<file path="config.mk">
export PLATFORM = sky130hd
export DESIGN_NAME = fetch_request_tracker_flat
export DESIGN_NICKNAME = d
export VERILOG_FILES = /design/src/rtl/fetch_request_tracker_if.sv /design/src/rtl/fetch_request_tracker.sv /design/src/flat_wrapper.sv
export SDC_FILE = /design/constraint.sdc
export NUM_CORES = 1
export LEC_CHECK = 0
export ABC_AREA = 1
export CAP_MARGIN = 20
export CORE_MARGIN = 5
export CORE_UTILIZATION = 35
export DETAILED_ROUTE_END_ITERATION = 10
export PLACE_DENSITY = 0.76
export SYNTH_ARGS = -nofsm -noshare
export SYNTH_HDL_FRONTEND = slang
export SYNTH_SLANG_ARGS = --single-unit
</file>
<file path="constraint.sdc">
create_clock -name clk -period 3 [get_ports clk]
set_input_delay 0.45 -clock clk [delete_from_list [all_inputs] [get_ports clk]]
set_output_delay 0.45 -clock clk [all_outputs]
set_load 0.03 [all_outputs]
</file>
<file path="src/rtl/fetch_request_tracker_if.sv">
// Fetch request tracker bus: request issue, unit data returns, flush/fence control
// and the head/status view of the in-flight FIFO.
interface fetch_request_tracker_if #(
   parameter int unsigned DEPTH     = 2,
   parameter int unsigned NUM_UNITS = 3,
   parameter int unsigned ATTR_W    = 34
);
   localparam int unsigned UW = (NUM_UNITS > 1) ? $clog2(NUM_UNITS) : 1;
   localparam int unsigned CW = $clog2(DEPTH) + 1;

   logic                 req_push;
   logic [UW-1:0]        req_unit_id;
   logic                 req_bypass;
   logic [ATTR_W-1:0]    req_attr;
   logic                 full;
   logic [NUM_UNITS-1:0] unit_data_valid;
   logic                 flush;
   logic                 ifence_req;
   logic                 ifence_start;
   logic                 head_valid;
   logic [ATTR_W-1:0]    head_attr;
   logic [UW-1:0]        head_unit_id;
   logic                 head_bypass;
   logic                 complete;
   logic                 complete_ok;
   logic [CW-1:0]        inflight_count;
   logic                 err_overflow;
   logic                 err_spurious;

   modport master (
      output req_push, req_unit_id, req_bypass, req_attr, unit_data_valid, flush, ifence_req,
      input  full, ifence_start, head_valid, head_attr, head_unit_id, head_bypass, complete,
             complete_ok, inflight_count, err_overflow, err_spurious
   );

   modport slave (
      input  req_push, req_unit_id, req_bypass, req_attr, unit_data_valid, flush, ifence_req,
      output full, ifence_start, head_valid, head_attr, head_unit_id, head_bypass, complete,
             complete_ok, inflight_count, err_overflow, err_spurious
   );
endinterface

</file>
<file path="src/rtl/fetch_request_tracker.sv">
// In-order tracker of outstanding fetch requests: circular FIFO of per-request
// attributes, flush staleness accounting, fence sequencing and sticky error flags.
module fetch_request_tracker #(
   parameter int unsigned DEPTH     = 2,
   parameter int unsigned NUM_UNITS = 3,
   parameter int unsigned ATTR_W    = 34
) (
   input logic                   clk,
   input logic                   rst,
   fetch_request_tracker_if.slave bus
);
   localparam int unsigned UW = (NUM_UNITS > 1) ? $clog2(NUM_UNITS) : 1;
   localparam int unsigned CW = $clog2(DEPTH) + 1;
   localparam int unsigned PW = (DEPTH > 1) ? $clog2(DEPTH) : 1;

   typedef struct packed {
      logic [ATTR_W-1:0] attr;
      logic [UW-1:0]     unit_id;
      logic              bypass;
   } entry_t;

   typedef enum logic {FenceIdle, FenceWait} fence_state_e;

   entry_t               mem_q [DEPTH];
   logic [PW-1:0]        rd_ptr_q, wr_ptr_q;
   logic [CW-1:0]        count_q, count_d, stale_q;
   fence_state_e         fence_q;
   logic                 err_overflow_q, err_spurious_q;

   entry_t               head;
   logic                 head_valid, full, complete, push_ok;
   logic [NUM_UNITS-1:0] head_sel;

   // Pointers wrap explicitly so non-power-of-2 depths work.
   function automatic logic [PW-1:0] ptr_inc(input logic [PW-1:0] p);
      return (p == PW'(DEPTH - 1)) ? '0 : p + PW'(1);
   endfunction

   assign head       = mem_q[rd_ptr_q];
   assign head_valid = (count_q != '0);
   assign full       = (count_q == CW'(DEPTH));

   // One-hot of the unit the head waits on; all-zero when empty so any strobe is spurious.
   always_comb begin
      head_sel = '0;
      for (int i = 0; i < int'(NUM_UNITS); i++) begin
         if (head_valid && head.unit_id == UW'(i)) head_sel[i] = 1'b1;
      end
   end

   assign complete = head_valid & (head.bypass | (|(bus.unit_data_valid & head_sel)));
   assign push_ok  = bus.req_push & (~full | complete);
   assign count_d  = count_q + {{(CW-1){1'b0}}, push_ok} - {{(CW-1){1'b0}}, complete};

   always_ff @(posedge clk) begin
      if (push_ok) mem_q[wr_ptr_q] <= '{attr: bus.req_attr, unit_id: bus.req_unit_id,
                                        bypass: bus.req_bypass};
   end

   always_ff @(posedge clk) begin
      if (rst) begin
         rd_ptr_q       <= '0;
         wr_ptr_q       <= '0;
         count_q        <= '0;
         stale_q        <= '0;
         fence_q        <= FenceIdle;
         err_overflow_q <= 1'b0;
         err_spurious_q <= 1'b0;
      end else begin
         if (push_ok)  wr_ptr_q <= ptr_inc(wr_ptr_q);
         if (complete) rd_ptr_q <= ptr_inc(rd_ptr_q);
         count_q <= count_d;
         // Entries pushed in the flush cycle are included via count_d.
         if (bus.flush)                       stale_q <= count_d;
         else if (complete && stale_q != '0) stale_q <= stale_q - CW'(1);
         err_overflow_q <= err_overflow_q | (bus.req_push & ~push_ok);
         err_spurious_q <= err_spurious_q | (|(bus.unit_data_valid & ~head_sel));
         unique case (fence_q)
            FenceIdle: if (bus.ifence_req && count_d != '0) fence_q <= FenceWait;
            FenceWait: if (count_d == '0) fence_q <= FenceIdle;
            default:   fence_q <= FenceIdle;
         endcase
      end
   end

   // The pulse must coincide with the cycle the FIFO drains, so it is decoded from count_d.
   assign bus.ifence_start   = ((fence_q == FenceIdle && bus.ifence_req) || fence_q == FenceWait)
                               && count_d == '0;
   assign bus.full           = full;
   assign bus.head_valid     = head_valid;
   assign bus.head_attr      = head.attr;
   assign bus.head_unit_id   = head.unit_id;
   assign bus.head_bypass    = head.bypass;
   assign bus.complete       = complete;
   assign bus.complete_ok    = complete & (stale_q == '0);
   assign bus.inflight_count = count_q;
   assign bus.err_overflow   = err_overflow_q;
   assign bus.err_spurious   = err_spurious_q;
endmodule

</file>
<file path="src/flat_wrapper.sv">
// flat-port wrapper written by rule: the top's interface ports become plain ports
module fetch_request_tracker_flat 
#(
   parameter int unsigned DEPTH     = 2,
   parameter int unsigned NUM_UNITS = 3,
   parameter int unsigned ATTR_W    = 34
)
  (clk, rst, bus_req_push, bus_req_unit_id, bus_req_bypass, bus_req_attr, bus_unit_data_valid, bus_flush, bus_ifence_req, bus_full, bus_ifence_start, bus_head_valid, bus_head_attr, bus_head_unit_id, bus_head_bypass, bus_complete, bus_complete_ok, bus_inflight_count, bus_err_overflow, bus_err_spurious);
  fetch_request_tracker_if #(.DEPTH(DEPTH), .NUM_UNITS(NUM_UNITS), .ATTR_W(ATTR_W)) bus_i ();
  input logic clk;
  input logic rst;
  input wire logic [$bits(bus_i.req_push)-1:0] bus_req_push;
  input wire logic [$bits(bus_i.req_unit_id)-1:0] bus_req_unit_id;
  input wire logic [$bits(bus_i.req_bypass)-1:0] bus_req_bypass;
  input wire logic [$bits(bus_i.req_attr)-1:0] bus_req_attr;
  input wire logic [$bits(bus_i.unit_data_valid)-1:0] bus_unit_data_valid;
  input wire logic [$bits(bus_i.flush)-1:0] bus_flush;
  input wire logic [$bits(bus_i.ifence_req)-1:0] bus_ifence_req;
  output wire logic [$bits(bus_i.full)-1:0] bus_full;
  output wire logic [$bits(bus_i.ifence_start)-1:0] bus_ifence_start;
  output wire logic [$bits(bus_i.head_valid)-1:0] bus_head_valid;
  output wire logic [$bits(bus_i.head_attr)-1:0] bus_head_attr;
  output wire logic [$bits(bus_i.head_unit_id)-1:0] bus_head_unit_id;
  output wire logic [$bits(bus_i.head_bypass)-1:0] bus_head_bypass;
  output wire logic [$bits(bus_i.complete)-1:0] bus_complete;
  output wire logic [$bits(bus_i.complete_ok)-1:0] bus_complete_ok;
  output wire logic [$bits(bus_i.inflight_count)-1:0] bus_inflight_count;
  output wire logic [$bits(bus_i.err_overflow)-1:0] bus_err_overflow;
  output wire logic [$bits(bus_i.err_spurious)-1:0] bus_err_spurious;
  assign bus_i.req_push = bus_req_push;
  assign bus_i.req_unit_id = bus_req_unit_id;
  assign bus_i.req_bypass = bus_req_bypass;
  assign bus_i.req_attr = bus_req_attr;
  assign bus_i.unit_data_valid = bus_unit_data_valid;
  assign bus_i.flush = bus_flush;
  assign bus_i.ifence_req = bus_ifence_req;
  assign bus_full = bus_i.full;
  assign bus_ifence_start = bus_i.ifence_start;
  assign bus_head_valid = bus_i.head_valid;
  assign bus_head_attr = bus_i.head_attr;
  assign bus_head_unit_id = bus_i.head_unit_id;
  assign bus_head_bypass = bus_i.head_bypass;
  assign bus_complete = bus_i.complete;
  assign bus_complete_ok = bus_i.complete_ok;
  assign bus_inflight_count = bus_i.inflight_count;
  assign bus_err_overflow = bus_i.err_overflow;
  assign bus_err_spurious = bus_i.err_spurious;
  fetch_request_tracker #(.DEPTH(DEPTH), .NUM_UNITS(NUM_UNITS), .ATTR_W(ATTR_W)) u_core (.clk(clk), .rst(rst), .bus(bus_i));
endmodule
</file>
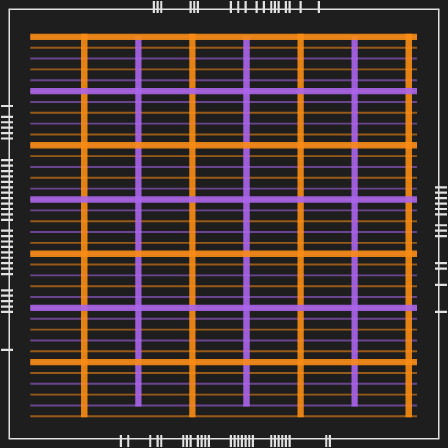
Figure 1: floorplan with the power grid.
Pins as bars on the die edge.
Orange marks VSS. Purple marks VDD.
91 signal pins sit on the boundary. 36 met1 rails follow the rows.
core area: 9240 um^2
worst vdd ir: 509 uV
Die Wd: 107 um

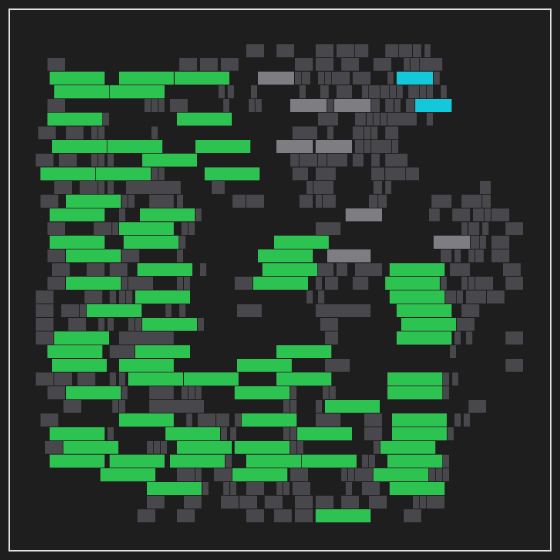
Figure 2: where the registers sit.
Other sequential cells in the stronger gray, the rest of the logic in the fainter gray.
Green marks u_core.mem_q, placed flops 74. Cyan marks u_core.stale_q, placed flops 2.
Seq group: 1.52 mW
flop share of the area: 51.5%
Flop area: 2430 um^2

==> CHANGELOG.md <==
### Implementation results

* Routed WL per cell at 13.5 um
* Synth Warn # at 0
* Maximum Capacitance Violations at 0
* Crit-path cells: buf_8, nand2_2, nand2_4, nor2_4, nand3_1, nand2_2, nor2_4, nor2_4, ha_1, xor2_2, inv_1, nand4_1, nand2_1, nor3_2, buf_4
* Total gr overflow at 0
* Pin count of the biggest net entering global routing at 23
* Yosys reg bits at 84
* CTS tree: done
* Via density at 4.54
* Final worst setup slack at 0.165 ns
* Worst Setup End Kind: output pin
* Ys cells at 279
* Antenna violations before repair at 0
* Post-Syn Nets at 326
* Final non-filler cell total at 516
* Worst Tran Pin Value at 0.341 ns
* Seq share, synth at 73.0%
* Synthesis-to-layout area growth at 42.0%
* Synth area leader: edfxtp_1
* Post-layout min period at 2.83 ns
* Mean Syn Cell Area at 11.9 um^2
* TritonRoute pass-1 iters at 4
* Num CTS Buffers at 9
* Remaining DRCs at 0
* H-tree levels at 3
* HPWL after DPL at 5030 um
* Total die area at 11500 um^2
* Yosys top cell area share at 66.9%
* I/O Buffers at 90
* Fin Clk Skew at 0.0101 ns
* Placed Area at 4420 um^2
* CTS clk-pin slew, worst paths at 0.08 ns
* OpenROAD warning count at 26
* YS chip area at 3320 um^2
* Hold WS at 0.459 ns
* NumNets Final at 430
* Crit path kind: flip-flop to output pin
* Power per Cell Area at 1000 nW/um^2
* ANT nets after route at 0
* Ant diodes at 0
* Vias in the first global route at 2365
* Fin. max-slew vios at 0
* Final instance area at 4710 um^2
* WP data required at 2.55 ns
* Cts hold-fix bufs at 0
* Gpl congestion at 0.798
* Final Cycle Share at 94.5%
* FMAX at 353 MHz
* Cell count after placement at 500
* Fp_density at 35.9%
* WP buf/inv at 3
* Mapped Area at 3320 um^2
* Final setup fails at 0
* Max incr delay on CP at 0.37 ns
* Hold WC Path Type: flip-flop to flip-flop
* Leakage power of the design at 1.85 nW
* Run status: completed
* Final Hold Fails at 0
* Crit path max-delay family: simple AND/OR/NAND/NOR gates
* Share of cells above drive strength 1 at 14.2%
* Synthesized instance count at 279
* Crit-path max FO at 18
* All-Layer GR Usage at 12.8%
* Ports at 91
* Cell repeated most along the worst path: nor2_4
* DP Worst Slack at 0.329 ns
* Std-Cell Rows at 35
* Top cells by area: edfxtp_1 67%, nand2_1 13%, dfxtp_1 6.0%
* Max-Slew Margin vs Limit at 77.2%
* Startpoint Class: flip-flop
* Worst Path Arrival at 2.38 ns
* Drt initial violations at 79
* Clk Tree Root Cell: clkbuf_8
* First-pass GRT wire length at 11400 um
* Critical path's slowest cell: dfxtp_4
* CTS Buffer Depth at 2
* Post-synth cell types at 25
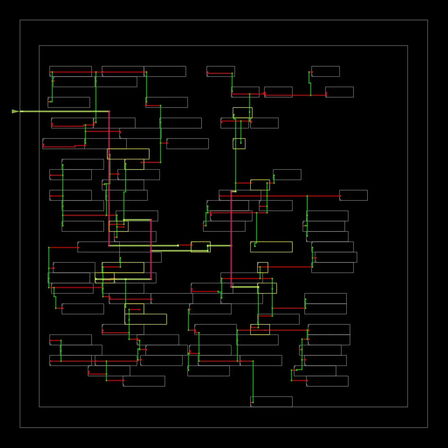
Figure 3: clock routing.
clk pwr: 1.02 mW
Seq cells: 84
Latency at later pin: 0.34 ns
clock buffers: 9
Num Clock Sinks: 84

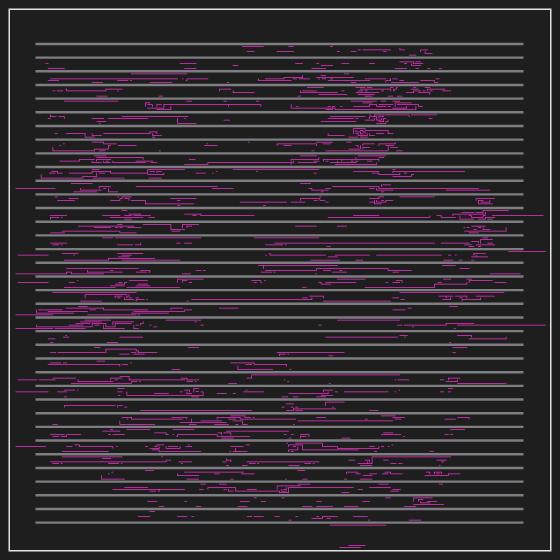
Figure 4: the metal 1 layer.
Supply wires on this layer in gray.
The layer holds 40% of the routed length. The longest straight run is 31.7 um. 383 nets have wire on it. The layer carries 2820 um of wire.
vias: 2344
GRT met1 Usage: 14.2%
Detailed Route WL: 6980 um

## cell usage after synthesis
cell,instances
inv_1,14
clkbuf_1,6
buf_6,1
nand3_2,1
o21ai_2,1
dfxtp_1,10
a31oi_1,1
or2_0,1
nor2_1,8
xor2_1,1
ha_1,2
a21oi_2,1
o21ai_0,1
nand2_2,6
nor2_4,4
nor3_2,1
a21oi_1,5
nand3_1,9
nor3_1,2
inv_2,4
edfxtp_1,74
nand4_1,4
o21ai_1,1
nand2_1,117
nand2_4,4
## worst paths after layout
path	start	endpoint	slack (ns)	depth (start not counted)
min	u_core.bus.err_overflow	u_core.bus.err_overflow	0.46	2
min reg2reg	u_core.bus.err_overflow	u_core.bus.err_overflow	0.46	2
max	flip-flop	bus_ifence_start	0.17	15
max reg2reg	flip-flop	u_core.mem_q[0][16]	0.89	12
## area by class of cell
| type | count | area [um^2] |
|---|---|---|
| fillers | 810 | 4530 |
| flip-flops and latches | 84 | 2430 |
| clock inverters | 6 | 136 |
| repair buffers | 100 | 976 |
| inverters | 18 | 72.6 |
| well taps | 129 | 161 |
| multi-input cells | 170 | 818 |
| clock buffers | 9 | 124 |
## flip-flops by register name, indices dropped and copies added, names as in the netlist, named ones only
signal	cells
u_core.stale_q	2
u_core.bus.err_overflow	1
u_core.rd_ptr_q	1
u_core.wr_ptr_q	1
u_core.bus.inflight_count	2
u_core.mem_q	74
u_core.bus.err_spurious	1
u_core.fence_q	1
## per-layer routing
layer  vias up  global-route usage [%]  wire length (um)
met2        77                    21.6              3510
met3        10                    4.92               550
li1       1136                       -                 -
met5         -                       0                 0
met1      1121                    14.2              2820
met4         0                    5.95                95
## cell families after synthesis
group                    count (synthesis)  share of synthesized area (%)
AND/OR/NAND/NOR                        157                           21.2
buffers and inverters                   25                           3.05
AND-OR/OR-AND                           10                           1.77
flip-flops                              84                           73.0
adder cells (fa/ha/maj)                  2                          0.754
XOR/XNOR                                 1                          0.264
## report_power, final
group	internal [mW]	switching [mW]	total (mW)
Combinational	0.820	1.36	2.18
Sequential	1.45	0.0710	1.52
Clock	0.635	0.381	1.02
## worst min-delay path: cells and delay by family, from the launching register on
family | cells | cell delay, ns
AND-OR/OR-AND | 1 | 0.06
buffers and inverters | 1 | 0.04
flip-flops | 1 | 0.31
## per-stage QoR
stage / utilization [%] / TNS (ns) / power (mW)
after floorplan: - / 0 / 2.85
after global placement: 47.9 / 0 / 3.67
after detailed placement: 47.9 / 0 / 3.69
after CTS: 50.7 / 0 / 4.73
after global routing: 51.0 / -0.0104 / 4.99
final: 51.0 / 0 / 4.72
## cell usage in the layout, fill, tap and decap left out, types with 2 or more instances in the layout
cell	n
clkdlybuf4s50_1	87
buf_4	12
nand2_4	4
nand4_1	4
edfxtp_1	74
clkbuf_8	9
nand2_1	117
bufinv_16	4
a21oi_1	5
inv_2	4
nand2_2	6
nand3_1	9
dfxtp_1	9
inv_6	2
inv_1	13
ha_1	2
nor2_4	6
nor2_1	6
nor3_1	2
## repair_timing
action                                  4_1_cts  5_1_grt
endpoints found under the setup margin        1        1
setup buffers                                 0        1
resized                                       1        6
Power figures rest on the tool's default switching activity, not on a simulated workload.
